Fig. 1: run 1, cell sizes after repair
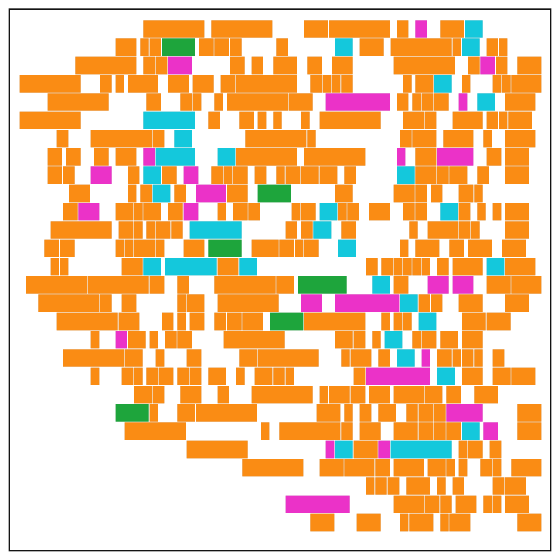
Fig. 2: run 1, gate families picked out
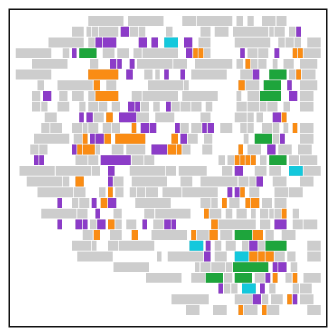
Fig. 3: run 1, clock wiring as the flow saved it
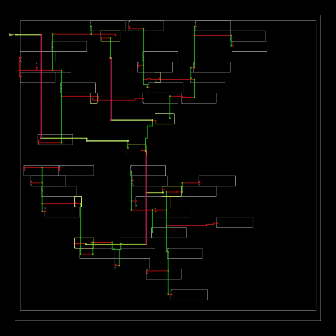
--- src/rtl/bcd_counter_mn.sv ---
// Multi-digit BCD modulo-N counter with prescaler, up/down stepping, checked
// synchronous load and per-digit active-low 7-segment decode.
module bcd_counter_mn #(
  parameter int     DIGITS   = 2,
  parameter longint MODULUS  = 60,
  parameter int     TICK_DIV = 50_000_000
) (
  input  logic                  CLOCK_50,
  input  logic                  KEY_n,
  input  logic                  en,
  input  logic                  up,
  input  logic                  load,
  input  logic [4*DIGITS-1:0]   load_val,
  output logic [4*DIGITS-1:0]   bcd,
  output logic [7*DIGITS-1:0]   HEX,
  output logic                  tick,
  output logic                  wrap,
  output logic                  load_err
);

  localparam int PW = (TICK_DIV > 1) ? $clog2(TICK_DIV) : 1;
  localparam logic [PW-1:0] PRESC_LAST = PW'(TICK_DIV - 1);

  // Elaboration-time conversion only; the running count stays in BCD.
  function automatic logic [4*DIGITS-1:0] to_bcd(input longint v);
    longint r;
    logic [4*DIGITS-1:0] b;
    r = v;
    b = '0;
    for (int i = 0; i < DIGITS; i++) begin
      b[4*i +: 4] = 4'(r % 10);
      r = r / 10;
    end
    return b;
  endfunction

  localparam logic [4*DIGITS-1:0] MAX_BCD = to_bcd(MODULUS - 1);

  function automatic logic [6:0] seg7(input logic [3:0] d);
    logic [6:0] s;
    case (d)
      4'd0:    s = 7'b0000001;
      4'd1:    s = 7'b1001111;
      4'd2:    s = 7'b0010010;
      4'd3:    s = 7'b0000110;
      4'd4:    s = 7'b1001100;
      4'd5:    s = 7'b0100100;
      4'd6:    s = 7'b0100000;
      4'd7:    s = 7'b0001111;
      4'd8:    s = 7'b0000000;
      4'd9:    s = 7'b0000100;
      default: s = 7'b1111111;
    endcase
    return s;
  endfunction

  logic [4*DIGITS-1:0] count_reg, count_next;
  logic [PW-1:0]       presc_reg, presc_next;
  logic                tick_reg, tick_next;
  logic                wrap_reg, wrap_next;
  logic                load_err_reg, load_err_next;

  logic [4*DIGITS-1:0] inc_val, dec_val;
  logic [DIGITS-1:0]   carry, borrow, digit_ok;
  logic                load_ok;

  assign carry[0]  = 1'b1;
  assign borrow[0] = 1'b1;

  // Ripple carry/borrow digit by digit: a digit changes only when every
  // lower digit rolls over (9 -> 0 going up, 0 -> 9 going down).
  genvar gi;
  generate
    for (gi = 0; gi < DIGITS; gi++) begin : g_digit
      logic [3:0] cur;
      assign cur = count_reg[4*gi +: 4];

      assign inc_val[4*gi +: 4] = !carry[gi]   ? cur :
                                  (cur == 4'd9) ? 4'd0 : cur + 4'd1;
      assign dec_val[4*gi +: 4] = !borrow[gi]  ? cur :
                                  (cur == 4'd0) ? 4'd9 : cur - 4'd1;

      if (gi < DIGITS - 1) begin : g_chain
        assign carry[gi+1]  = carry[gi]  & (cur == 4'd9);
        assign borrow[gi+1] = borrow[gi] & (cur == 4'd0);
      end

      assign digit_ok[gi]      = (load_val[4*gi +: 4] <= 4'd9);
      assign HEX[7*gi +: 7]    = seg7(cur);
    end
  endgenerate

  // With all digits valid, unsigned order of the packed BCD equals numeric order.
  assign load_ok = (&digit_ok) && (load_val <= MAX_BCD);

  always_comb begin
    count_next    = count_reg;
    presc_next    = presc_reg;
    tick_next     = 1'b0;
    wrap_next     = 1'b0;
    load_err_next = 1'b0;
    if (load) begin
      if (load_ok) begin
        count_next = load_val;
        presc_next = '0;
      end else begin
        load_err_next = 1'b1;
      end
    end else if (en) begin
      if (presc_reg == PRESC_LAST) begin
        presc_next = '0;
        tick_next  = 1'b1;
        if (up) begin
          if (count_reg == MAX_BCD) begin
            count_next = '0;
            wrap_next  = 1'b1;
          end else begin
            count_next = inc_val;
          end
        end else begin
          if (count_reg == '0) begin
            count_next = MAX_BCD;
            wrap_next  = 1'b1;
          end else begin
            count_next = dec_val;
          end
        end
      end else begin
        presc_next = presc_reg + PW'(1);
      end
    end
  end

  always_ff @(posedge CLOCK_50 or negedge KEY_n) begin
    if (!KEY_n) begin
      count_reg    <= '0;
      presc_reg    <= '0;
      tick_reg     <= 1'b0;
      wrap_reg     <= 1'b0;
      load_err_reg <= 1'b0;
    end else begin
      count_reg    <= count_next;
      presc_reg    <= presc_next;
      tick_reg     <= tick_next;
      wrap_reg     <= wrap_next;
      load_err_reg <= load_err_next;
    end
  end

  assign bcd      = count_reg;
  assign tick     = tick_reg;
  assign wrap     = wrap_reg;
  assign load_err = load_err_reg;

endmodule

--- config.mk ---
export PLATFORM = sky130hd
export DESIGN_NAME = bcd_counter_mn
export DESIGN_NICKNAME = d
export VERILOG_FILES = /design/src/rtl/bcd_counter_mn.sv
export SDC_FILE = /design/constraint.sdc
export NUM_CORES = 1
export LEC_CHECK = 0
export CAP_MARGIN = 15
export CORE_UTILIZATION = 45
export CTS_CLUSTER_DIAMETER = 40
export DETAILED_ROUTE_END_ITERATION = 10
export PLACE_DENSITY_LB_ADDON = 0.25
export SLEW_MARGIN = 20
export SYNTH_ARGS = -nofsm -noshare
export SYNTH_HDL_FRONTEND = slang
export SYNTH_SLANG_ARGS = --single-unit
--- constraint.sdc ---
create_clock -name CLOCK_50 -period 2.4 [get_ports CLOCK_50]
set_clock_uncertainty 0.1 [all_clocks]
set_input_delay 0.36 -clock CLOCK_50 [delete_from_list [all_inputs] [get_ports CLOCK_50]]
set_output_delay 0.36 -clock CLOCK_50 [all_outputs]
set_load 0.01 [all_outputs]
==> flow_summary.toml, run 1 <==
# flow metrics
[outcome]
outcome = "completed"

[logic_synthesis]
top_cells_by_area = "dfrtp_1, a21oi_1, ha_1, nand2_1, nor2_1"
yosys-stat-cells = 341
fp_nets = 365
ys_area_um2 = 2760
synthSimpleGateAreaFrac = 0.291
synth_warnings = 0
logic_family = "simple AND/OR/NAND/NOR gates"

[sta]
tns_ps = 0
setup_ws_ps = 91.0
hold-worst-slack_ps = 56.0
max_slew_margin = 0.458
fmaxAchievable_mhz = 433

[critical_path]
critical_path.max_stage_delay_ps = 670
timing.rr.start = "presc_reg[7]"
crit_family = "flip-flops"

[route]
top_layer = "met4"
firstDrtPassIters = 4

[global_routing]
grt_pass1_wl_um = 11900
met1_usage = 0.314
grt_overflow_total = 0
grt_use_met3 = 0.0330

[final_layout]
nClkBuffers = 6
fin_nets = 415
comb_cells = 269
fillers = 551
flop_area_um2 = 931
antennaDiodeCount = 0
fin_cells = 467

[pwr]
p_int_uw = 1470
p_sw_frac = 0.381

[cts]
hold_buffers = 0

[floorplan]
core_area_um2 = 5920
-- Fig. 1 (at the start) --
Orange marks drive 1 or less, cells 331. Green marks drive 6 and up, cells 6. Cyan marks drive 3 to 4, cells 30. Magenta marks drive 2, cells 25.

-- Fig. 2 (at the start) --
Cyan marks multiplexers, cells 5. Orange marks NOR gates, cells 51. Green marks adder and majority cells, cells 11. Purple marks NAND gates, cells 71, where spread over the die.

-- Fig. 3 (at the start) --
clk latency late pin: 290 ps
total CTS buffers: 5
clk pwr: 420 µW

## Run 2: what changed since run 1
--- a/config.mk
+++ b/config.mk
@@ -10,7 +10,7 @@
 export CTS_CLUSTER_DIAMETER = 40
 export DETAILED_ROUTE_END_ITERATION = 10
 export PLACE_DENSITY_LB_ADDON = 0.25
-export SLEW_MARGIN = 20
+export SLEW_MARGIN = 30
 export SYNTH_ARGS = -nofsm -noshare
 export SYNTH_HDL_FRONTEND = slang
 export SYNTH_SLANG_ARGS = --single-unit
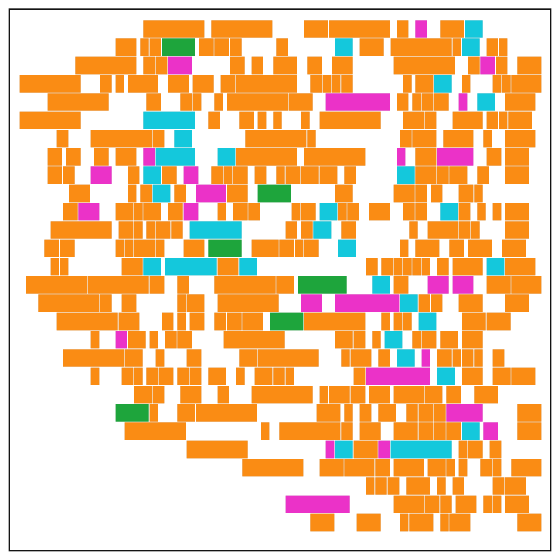
Fig. 4. Cell sizes after repair (run 2).
Magenta marks drive 2, cells 25. Orange marks drive 1 or less, cells 331. Green marks drive 6 and up, cells 6. Cyan marks drive 3 to 4, cells 30.

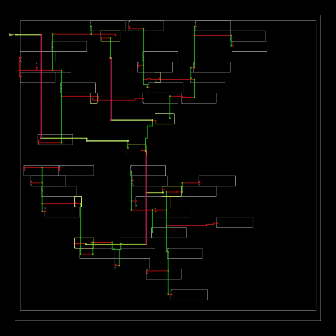
Fig. 5. Clock wiring as the flow saved it (run 2).
flop count: 37
# clk buffers: 6
Clock Sinks: 37

==> run 2 against run 1 <==
Maximum frequency unchanged. Die size is the same. Worst hold slack unchanged. Critical path type unchanged. Wire length stayed put. Register-to-register slack about the same. Clock power is essentially flat. Clock-buffer cell count is the same. Power unchanged. Synthesized cell count is the same. Area after synthesis unchanged.
==> flow_summary.toml, run 2 <==
# flow metrics
[outcome]
outcome = "completed"

[critical_path]
critical_path.max_stage_delay_ps = 670
timing.rr.start = "presc_reg[7]"

[logic_synthesis]
fp_nets = 365
top_cells_by_area = "dfrtp_1, a21oi_1, ha_1, nand2_1, nor2_1"
logic_family = "simple AND/OR/NAND/NOR gates"
yosys-stat-cells = 341
synth_warnings = 0
ys_area_um2 = 2760
synthSimpleGateAreaFrac = 0.291

[sta]
fmaxAchievable_mhz = 433
tns_ps = 0
hold-worst-slack_ps = 56.0
max_slew_margin = 0.458
setup_ws_ps = 91.0

[cts]
cts_made_buffers = 5
hold_buffers = 0
clock_latency_ps = 290

[global_routing]
met1_usage = 0.314
grt_use_met3 = 0.0330
grt_pass1_wl_um = 11900

[pwr]
p_sw_frac = 0.381
clkPwrFrac = 0.177
power_clock_uw = 420
p_int_uw = 1470

[final_layout]
fin_nets = 415
comb_cells = 269
flop_area_um2 = 931

[floorplan]
ios = 38
core_area_um2 = 5920

[route]
firstDrtPassIters = 4
top_layer = "met4"
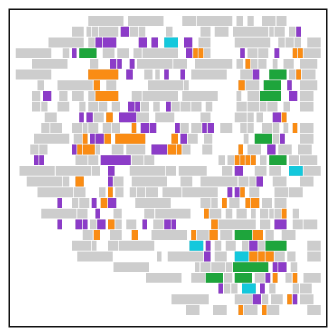
Fig. 6. Gate families picked out (run 2).
Cyan marks multiplexers, cells 5. Purple marks NAND gates, cells 71, where spread over the die. Green marks adder and majority cells, cells 11. Orange marks NOR gates, cells 51.

Fig. 7: run 2, met2 routing
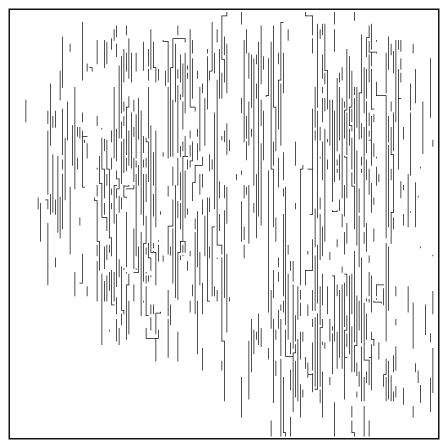

## Run 3: what changed since run 2
--- a/config.mk
+++ b/config.mk
@@ -6,9 +6,11 @@
 export NUM_CORES = 1
 export LEC_CHECK = 0
 export CAP_MARGIN = 15
+export CORE_ASPECT_RATIO = 0.6
 export CORE_UTILIZATION = 45
 export CTS_CLUSTER_DIAMETER = 40
 export DETAILED_ROUTE_END_ITERATION = 10
+export GPL_ROUTABILITY_DRIVEN = 0
 export PLACE_DENSITY_LB_ADDON = 0.25
 export SLEW_MARGIN = 30
 export SYNTH_ARGS = -nofsm -noshare
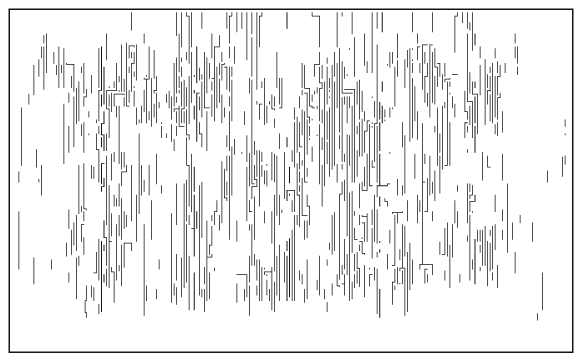
Fig. 8. Met2 routing (run 3).
338 nets have wire on it. The wires run mostly vertical.

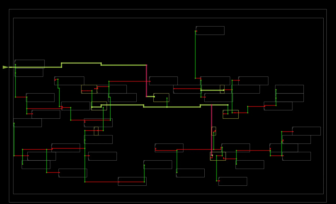
Fig. 9. Clock wiring as the flow saved it (run 3).
# clk buffers: 8
clk pwr: 429 µW

==> run 3 against run 2 <==
Die size is 0.16% higher. Critical path type unchanged. Global-route usage is 2.1 points higher. Combinational power hardly changed. Worst hold slack better by 19 ps. Maximum frequency is 0.12% lower. Non-clock buffer count is 4 lower.
==> flow_summary.toml, run 3 <==
# flow metrics
[outcome]
outcome = "completed"

[logic_synthesis]
synthSimpleGateAreaFrac = 0.291
synth_warnings = 0
most_common_cell = "dfrtp_1"
yosys-stat-cells = 341
fp_nets = 365
logic_family = "simple AND/OR/NAND/NOR gates"
ys_area_um2 = 2760
top_cells_by_area = "dfrtp_1, a21oi_1, ha_1, nand2_1, nor2_1"

[critical_path]
crit_family = "buffers and inverters"
timing.rr.start = "presc_reg[0]"
critical_path.max_stage_delay_ps = 550
crit_path_start_kind = "flip-flop"

[final_layout]
area_delta_synth_final_pct = 24.6
comb_cells = 269
fin_nets = 411
flop_area_um2 = 932

[cts]
cts_num_sinks = 37
cts_made_buffers = 5
hold_buffers = 0
clock_latency_ps = 290

[global_routing]
use_met2 = 0.323
grt_use_met3 = 0.0526
grt_pass1_vias = 2513
grt_pass1_wl_um = 13000
busiest_layer = "met1"
met1_usage = 0.440

[pwr]
p_int_uw = 1470
p_sw_frac = 0.392
clkPwrFrac = 0.177

[sta]
fmaxAchievable_mhz = 433
setup_ws_ps = 88.1
max_slew_margin = 0.434
tns_ps = 0
hold-worst-slack_ps = 75.1

[floorplan]
ios = 38
core_area_um2 = 5750

[route]
firstDrtPassIters = 5
top_layer = "met4"

[place]
placed_area_um2 = 3300
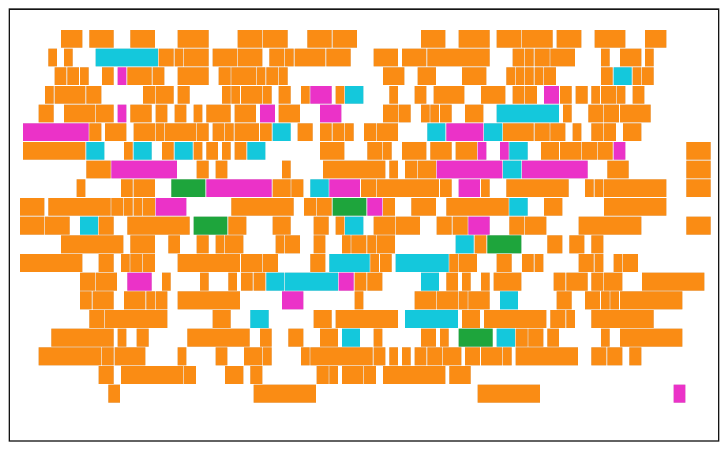
Fig. 10. Cell sizes after repair (run 3).
Magenta marks drive 2, cells 24. Green marks drive 6 and up, cells 5. Orange marks drive 1 or less, cells 331. Cyan marks drive 3 to 4, cells 28.

Power is estimated from default activity; no workload was simulated.
